--- src/rtl/uart_pkg.sv ---
// Shared definitions for the UART transmit path: arbiter state encoding,
// default framing bytes and a small saturating-increment helper.
package uart_pkg;

  typedef enum logic [1:0] {
    ST_IDLE  = 2'd0,
    ST_HDR   = 2'd1,
    ST_DATA  = 2'd2,
    ST_ABORT = 2'd3
  } tx_state_t;

  localparam logic [7:0] UART_HDR_BASE   = 8'hA0;
  localparam logic [7:0] UART_ABORT_BYTE = 8'hEE;
  localparam int         UART_TMO_W      = 16;

  function automatic logic [7:0] sat_inc8(input logic [7:0] v);
    return (v == 8'hFF) ? v : v + 8'd1;
  endfunction

endpackage

--- src/rtl/uart_tx_arbiter_rr_pick2.sv ---
// Two-way packet-level round-robin pick: on contention the source that was
// not served last wins, otherwise whichever source is requesting.
module rr_pick2 (
  input  logic valid0,
  input  logic valid1,
  input  logic last_grant,
  output logic grant,
  output logic any
);

  always_comb begin
    grant = 1'b0;
    if (valid0 && valid1) begin
      grant = !last_grant;
    end else if (valid1) begin
      grant = 1'b1;
    end
  end

  assign any = valid0 | valid1;

endmodule

--- src/rtl/uart_tx_arbiter.sv ---
// Merges two byte-stream requesters onto one UART TX sink, framing each packet
// with a source header and replacing stalled packets with an abort marker.
module uart_tx_arbiter
  import uart_pkg::*;
#(
  parameter int         TIMEOUT_CYCLES = 1024,
  parameter logic [7:0] HDR_BASE       = UART_HDR_BASE,
  parameter logic [7:0] ABORT_BYTE     = UART_ABORT_BYTE
) (
  input  logic       i_clk,
  input  logic       i_rst,
  input  logic [7:0] i_req0_data,
  input  logic       i_req0_valid,
  input  logic       i_req0_last,
  output logic       o_req0_ready,
  input  logic [7:0] i_req1_data,
  input  logic       i_req1_valid,
  input  logic       i_req1_last,
  output logic       o_req1_ready,
  output logic [7:0] o_wdata,
  output logic       o_wvalid,
  input  logic       i_wready,
  output logic       o_busy,
  output logic       o_grant,
  output logic [7:0] o_abort_cnt
);

  localparam logic [UART_TMO_W-1:0] TMO_LAST = UART_TMO_W'(TIMEOUT_CYCLES - 1);

  tx_state_t             state_q, state_d;
  logic                  grant_q, last_grant_q;
  logic                  pick_grant, pick_any;
  logic [7:0]            wdata_q;
  logic                  wvalid_q;
  logic                  last_seen_q;
  logic [UART_TMO_W-1:0] tmo_q;
  logic [7:0]            abort_cnt_q;

  logic                  g_valid, g_last;
  logic [7:0]            g_data;
  logic                  accept_ok;
  logic                  in_xfer, out_xfer;
  logic                  tmo_tick, tmo_hit;

  rr_pick2 u_pick (
    .valid0     (i_req0_valid),
    .valid1     (i_req1_valid),
    .last_grant (last_grant_q),
    .grant      (pick_grant),
    .any        (pick_any)
  );

  assign g_valid = grant_q ? i_req1_valid : i_req0_valid;
  assign g_last  = grant_q ? i_req1_last  : i_req0_last;
  assign g_data  = grant_q ? i_req1_data  : i_req0_data;

  assign in_xfer  = g_valid && accept_ok;
  assign out_xfer = wvalid_q && i_wready;

  // The stall timer only runs while nothing is buffered and the source is silent,
  // so sink back-pressure never counts toward an abort.
  assign tmo_tick = (state_q == ST_DATA) && !wvalid_q && !g_valid;
  assign tmo_hit  = tmo_tick && (tmo_q == TMO_LAST);

  always_ff @(posedge i_clk) begin
    if (!i_rst) begin
      state_q <= ST_IDLE;
    end else begin
      state_q <= state_d;
    end
  end

  always_comb begin
    state_d = state_q;
    case (state_q)
      ST_IDLE:  if (pick_any) state_d = ST_HDR;
      ST_HDR:   if (out_xfer) state_d = ST_DATA;
      ST_DATA: begin
        if (out_xfer && last_seen_q) begin
          state_d = ST_IDLE;
        end else if (tmo_hit) begin
          state_d = ST_ABORT;
        end
      end
      ST_ABORT: if (out_xfer) state_d = ST_IDLE;
      default:  state_d = ST_IDLE;
    endcase
  end

  // While the header drains, the first payload byte may already be loaded behind
  // it, which keeps header and payload back to back on the wire.
  always_comb begin
    o_busy    = 1'b0;
    accept_ok = 1'b0;
    case (state_q)
      ST_IDLE: begin
        o_busy    = 1'b0;
        accept_ok = 1'b0;
      end
      ST_HDR, ST_DATA: begin
        o_busy    = 1'b1;
        accept_ok = !last_seen_q && (!wvalid_q || i_wready);
      end
      ST_ABORT: o_busy = 1'b1;
      default:  o_busy = 1'b0;
    endcase
    o_req0_ready = accept_ok && !grant_q;
    o_req1_ready = accept_ok && grant_q;
  end

  always_ff @(posedge i_clk) begin
    if (!i_rst) begin
      grant_q      <= 1'b0;
      last_grant_q <= 1'b1;
      wdata_q      <= 8'h00;
      wvalid_q     <= 1'b0;
      last_seen_q  <= 1'b0;
      tmo_q        <= '0;
      abort_cnt_q  <= 8'h00;
    end else begin
      case (state_q)
        ST_IDLE: begin
          wvalid_q    <= 1'b0;
          last_seen_q <= 1'b0;
          tmo_q       <= '0;
          if (pick_any) begin
            grant_q  <= pick_grant;
            wdata_q  <= HDR_BASE | {7'd0, pick_grant};
            wvalid_q <= 1'b1;
          end
        end
        ST_HDR: begin
          tmo_q <= '0;
          if (in_xfer) begin
            wdata_q     <= g_data;
            wvalid_q    <= 1'b1;
            last_seen_q <= g_last;
          end else if (out_xfer) begin
            wvalid_q <= 1'b0;
          end
        end
        ST_DATA: begin
          if (in_xfer) begin
            wdata_q     <= g_data;
            wvalid_q    <= 1'b1;
            last_seen_q <= g_last;
            tmo_q       <= '0;
          end else if (out_xfer) begin
            wvalid_q <= 1'b0;
            if (last_seen_q) begin
              last_grant_q <= grant_q;
              last_seen_q  <= 1'b0;
            end
          end else if (tmo_hit) begin
            wdata_q  <= ABORT_BYTE;
            wvalid_q <= 1'b1;
            tmo_q    <= '0;
          end else if (tmo_tick) begin
            tmo_q <= tmo_q + 1'b1;
          end
        end
        ST_ABORT: begin
          if (out_xfer) begin
            wvalid_q     <= 1'b0;
            last_grant_q <= grant_q;
            abort_cnt_q  <= sat_inc8(abort_cnt_q);
          end
        end
        default: wvalid_q <= 1'b0;
      endcase
    end
  end

  assign o_wdata     = wdata_q;
  assign o_wvalid    = wvalid_q;
  assign o_grant     = grant_q;
  assign o_abort_cnt = abort_cnt_q;

endmodule
--- config.mk ---
export PLATFORM = sky130hd
export DESIGN_NAME = uart_tx_arbiter
export DESIGN_NICKNAME = d
export VERILOG_FILES = /design/src/rtl/uart_pkg.sv /design/src/rtl/uart_tx_arbiter_rr_pick2.sv /design/src/rtl/uart_tx_arbiter.sv
export SDC_FILE = /design/constraint.sdc
export NUM_CORES = 1
export LEC_CHECK = 0
export CAP_MARGIN = 20
export CORE_MARGIN = 2
export CORE_UTILIZATION = 40
export CTS_CLUSTER_DIAMETER = 30
export DETAILED_ROUTE_END_ITERATION = 6
export DONT_BUFFER_PORTS = 1
export HOLD_SLACK_MARGIN = 0.03
export PLACE_DENSITY = 0.64
export RECOVER_POWER = 25
export SYNTH_ARGS = -nofsm -noshare
export SYNTH_HDL_FRONTEND = slang
export SYNTH_SLANG_ARGS = --single-unit
--- constraint.sdc ---
create_clock -name i_clk -period 2.2 [get_ports i_clk]
set_input_delay 0.55 -clock i_clk [delete_from_list [all_inputs] [get_ports i_clk]]
set_output_delay 0.55 -clock i_clk [all_outputs]
set_load 0.1 [all_outputs]
==> run_1/io_placement.png <==
Pins as bars across the die edge, other pins in gray.
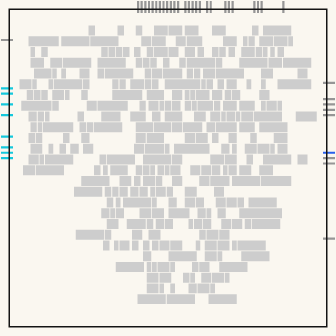
[blue] i_wready | pins: 1 | direction: input | edge: right
[cyan] o_abort_cnt | pins: 8 | direction: output | edge: left
# port buffers: 0
Chip Height: 80.0 microns
width of the die: 80.0 microns

==> run_1/logic_types.png <==
The bar under the picture is 20 microns long.
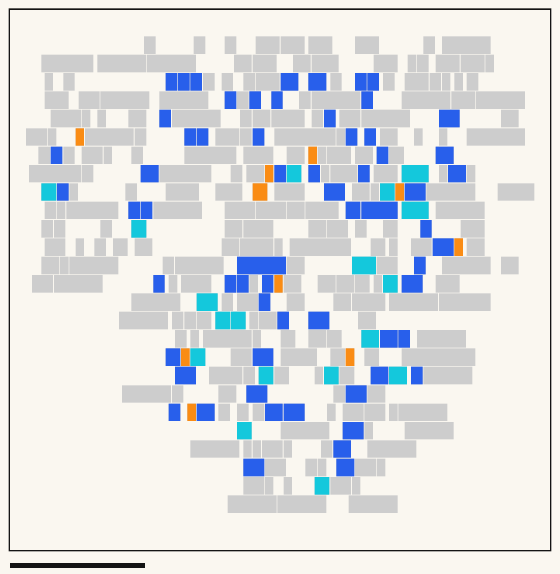
[orange] inv cells | cells: 10 | most used: inv_1
[cyan] and/or cells | cells: 18 | most used: and3_1
[blue] aoi and oai cells | cells: 63 | most used: a21oi_1
Comb/total area: 52.7%
most frequent logic cell in the layout: dfxtp_1
count of placed standard cells in the final layout, fillers left out: 385

==> results.txt, run 1 <==
Main metrics from the flow reports.

The post-cts hold buffer count came out at 0. After detailed routing, no signal wire sits above met4. The final max-slew violation count came out at 0.

The share of flip-flops with an asynchronous set or reset came out at 0%. The area-dominant cell class after layout is multi-input combinational cells. The worst setup path is of the register to primary output kind. The capturing instance or port of the critical path is o_req0_ready. Summed over all instances, the cell type with the most area after synthesis is dfxtp_1. The total negative slack came out at 0 ns. The internal power of the cells totals 0.00180 W. The total CTS buffers is 5. The cell total after placement came out at 373. In this run the worst setup path begins at state_q[1]. The switching part of the total power came out at 46.3%.

The iteration tally of the first detailed-router pass is 5. The die covers 6400 sq um. The mean cell area of the mapped netlist came out at 8.28 sq um. The number of maximum-capacitance constraint violations came out at 0. The detail route stage leaves a number of antenna-violating nets equal to 0. Summed over all nets, wire length on met2 after detailed routing comes to 2550 microns. The number of flip-flops and latches is 38.

The number of H-tree levels is 2. By area the synthesized netlist is led by dfxtp_1, mux2i_1, nand3_1. Across the placement rows, the number of tap cells is 72.

The final timing report lists a hold violation count of 0. Global routing consumed, on the met3 layer, 4.07% of the routing resources. The startpoint of the worst-slack reg-to-reg timing path is state_q[1]. The initial antenna violation count is 0.

After synthesis, the most frequently instantiated cells are dfxtp_1, nand2_1, nand3_1, a21oi_1, nor2_1. TritonRoute reported its final design rule violation total as 0. The critical path arrival came out at 1.61 ns.

The cell family contributing the most delay on the critical path is flip-flops. The number of synthesized flops with an enable pin is 0. The number of clock sinks is 38. The number of cells reported by Yosys stat comes to 279. The overall power came out at 0.00335 W.

Per the timing report, the most critical flop-to-flop path finishes at tmo_q[6]. The type of element capturing the critical path is a primary output. The met1 layer wirelength in the final routing is 2670 microns. The tree is rooted in a clkbuf_8. The post-synthesis simple-gate area fraction came out at 24.5%. The sequential share of power is 24.4%.

The clock latency of the later-clocked register in the worst-skew pair came out at 0.30 ns. Of the total synthesized cell area, the portion taken by XOR and XNOR cells is 4.55%. The cell count of the worst reg-to-reg path is 9.

The switching power total is 0.00155 W. The proportion of cell area spent on the clock network is 4.73%. Counting every net in the synthesized netlist gives 310.

The weighted congestion at the end of routability-driven global placement is 0.957. The post-place instance area is 2630 sq um. The number of multi-input combinational cells in the layout is 218. The count of cell types in the netlist came out at 57.

The final layout report lists a non-clock buffer count of 39. The worst-case clock buffer depth is 2. Once iteration 0 of detailed routing completed, the report listed 233 DRC markers. The region available for standard cell placement spans 5540 sq um. The remaining global-route overflow is 0. Post-CTS timing repair inserted 2 buffers for setup. The total non-filler cell area in the finished layout came out at 2800 sq um. The prevailing post-synth register cell is dfxtp_1. After layout, the minimum clock period comes to 2.16 ns.

The group with the largest share of power is combinational cells. The post-synthesis instance area is 2310 sq um. The layout report lists the combined flip-flop and latch area as 772 sq um.

Pin placement for this block handled 44 I/O pins. The maximum vdd drop is 1030 uV. The post-place setup slack is -0.0228 ns.

Ranking logic cells in the layout by count gives the top entries dfxtp_1, buf_4, nand3_1, nand2_1, a21oi_1. The cell count after synthesis is 279. The startpoint of the worst hold path is i_rst. The leakage power is 1.01 nW. The register with the highest flop count is tmo_q. The post-layout period usage of the worst path is 98.2%. The post-detailed-route via-to-cell ratio came out at 5.69.

The pin count of the biggest net entering global routing is 20. TritonCTS built the clock tree. Global routing used 27.0% of the available met2 tracks. The flow ran to the end, and the final reports show no timing, DRC or antenna violations.

The total number of yosys warnings came out at 0. The setup slack of the critical path after layout is 0.0399 ns. Cells with a size suffix above 1 make up 23.0% of the layout. STA reports the tightest min-delay check as being of type input pin to register. The clock tree skew after final layout came out at 0.0115 ns.
==> run_1/flops_by_reg.png <==
Other sequential cells in the stronger gray, the rest of the logic in the fainter gray.
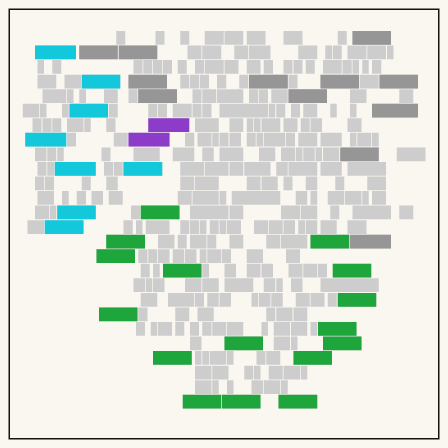
[cyan] o_abort_cnt | sequential cells: 8
[green] tmo_q | sequential cells: 16
[purple] state_q | sequential cells: 2
Post-Route Utilization: 50.6%
sequential power: 0.000818 W
sequential fraction of total cell area: 27.6%

==> run_1/wires.png <==
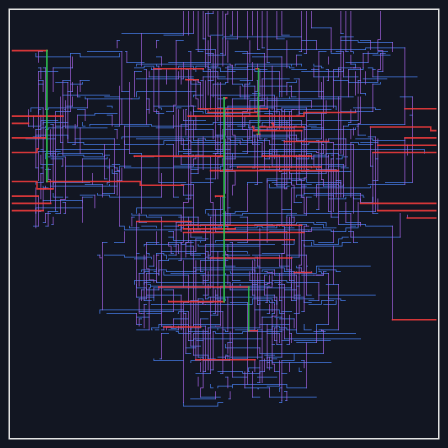
[green] metal 4 | wire length: 83.0 microns
[blue] metal 1 | wire length: 2670 microns
[red] metal 3 | wire length: 473 microns
[purple] metal 2 | wire length: 2550 microns
Tot GR Track Use: 18.8%
via count: 2190
aggregate routed wire length: 5770 microns
average wire length per cell after detail routing: 15.0 microns

==> run 1 -> run 2 <==
--- a/config.mk
+++ b/config.mk
@@ -13,7 +13,7 @@
 export DONT_BUFFER_PORTS = 1
 export HOLD_SLACK_MARGIN = 0.03
 export PLACE_DENSITY = 0.64
-export RECOVER_POWER = 25
+export RECOVER_POWER = 50
 export SYNTH_ARGS = -nofsm -noshare
 export SYNTH_HDL_FRONTEND = slang
 export SYNTH_SLANG_ARGS = --single-unit
==> run_2/io_placement.png <==
Pins as bars across the die edge, other pins in gray.
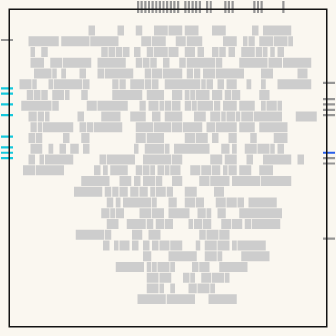
[blue] i_wready | pins: 1 | direction: input | edge: right
[cyan] o_abort_cnt | pins: 8 | direction: output | edge: left
all pins by edge: 26 top, 9 left, 9 right

==> run 2 against run 1 <==
Net effect:
- register-to-register slack hardly changed
- die size stayed put
- sequential share of layout area increased by 0.17 points
- critical path depth did not move
- synthesized area unchanged
- largest cell class unchanged
- maximum frequency shrank 0.32%
- critical endpoint unchanged
- wire length is 0.23% higher
==> results.txt, run 2 <==
Main metrics from the flow reports.

The met3 usage is 4.07% (unchanged). The largest cell class by area is multi-input combinational cells. The flow ran to the end, and the final reports show no timing, DRC or antenna violations. The total CTS buffers came out at 5 (unchanged). The cell count after synthesis came out at 279 (unchanged). The post-layout period usage of the worst path came to 98.5% (+0.31 points). The floorplan die height came out at 80.0 microns (unchanged).

The post-synthesis instance area came out at 2310 sq um (unchanged). The total cells reported by yosys after synthesis is 279 (unchanged). The count of cell types in the netlist came to 57 (unchanged). The number of flip-flops and latches came out at 38 (unchanged). The weighted congestion at the end of routability-driven global placement came out at 0.957 (unchanged). The group with the largest share of power is combinational cells. The post-cts hold buffer count is 0 (unchanged). The horizontal die size came out at 80.0 microns (unchanged). The post-detailed-route via-to-cell ratio came out at 5.67 (-0.27%). The detail-routed net length per standard cell is 15.0 microns (+0.23%).

The most common logic cells in the final layout are dfxtp_1, nand3_1, nand2_1, a21oi_1, nor2_1. The register with the most flip-flops in the final layout is tmo_q. The pin count of the biggest net entering global routing came out at 20 (unchanged). For reference, the critical path is launched at state_q[1]. The setup slack of the critical path after layout came out at 0.0330 ns (-0.00688 ns). The startpoint of the worst hold path is i_rst. The buffers inserted during post-CTS setup optimization came out at 2 (unchanged). In this run the clock root is driven by a clkbuf_8.

The number of violations reported at the end of detailed-routing iteration 0 is 247 (+6.0%). The sequential share of power came out at 24.5% (about the same). The iteration tally of the first detailed-router pass is 4 (-1). The full die area came out at 6400 sq um (unchanged). The xor/xnor cell area share of the yosys netlist came out at 4.55% (unchanged). The most frequently placed logic cell in the final layout is dfxtp_1.

The fraction of layout instances using a drive strength above 1 is 22.4% (-0.64 points). TritonCTS built the clock tree. The biggest area consumer among synthesized cells is dfxtp_1. The initial antenna violation count is 0 (unchanged). The met1 layer wirelength in the final routing is 2800 microns (+5.1%). The number of H-tree levels is 2 (unchanged). The leakage power is 1.01 nW (-0.77%).

The hold violation total from the final report was 0 (unchanged). The cell total after placement came out at 373 (unchanged). The launch point of the worst register-to-register path is recorded as state_q[1]. The post-place instance area is 2630 sq um (unchanged).
==> run_2/flops_by_reg.png <==
Other sequential cells in the stronger gray, the rest of the logic in the fainter gray.
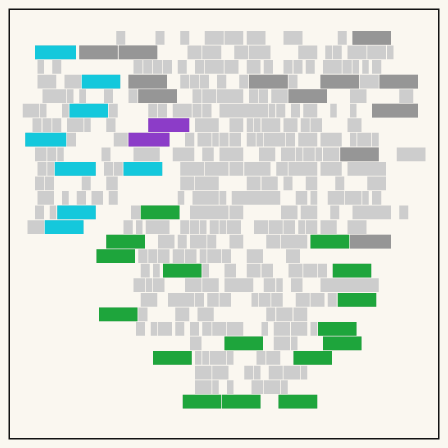
[purple] state_q | sequential cells: 2
[cyan] o_abort_cnt | sequential cells: 8
[green] tmo_q | sequential cells: 16
not colored: 12
Post-Route Utilization: 50.2%
flip-flop and latch area: 772 sq um
sequential fraction of total cell area: 27.7%

No activity file was given, so power comes from the tool's default toggle rates.
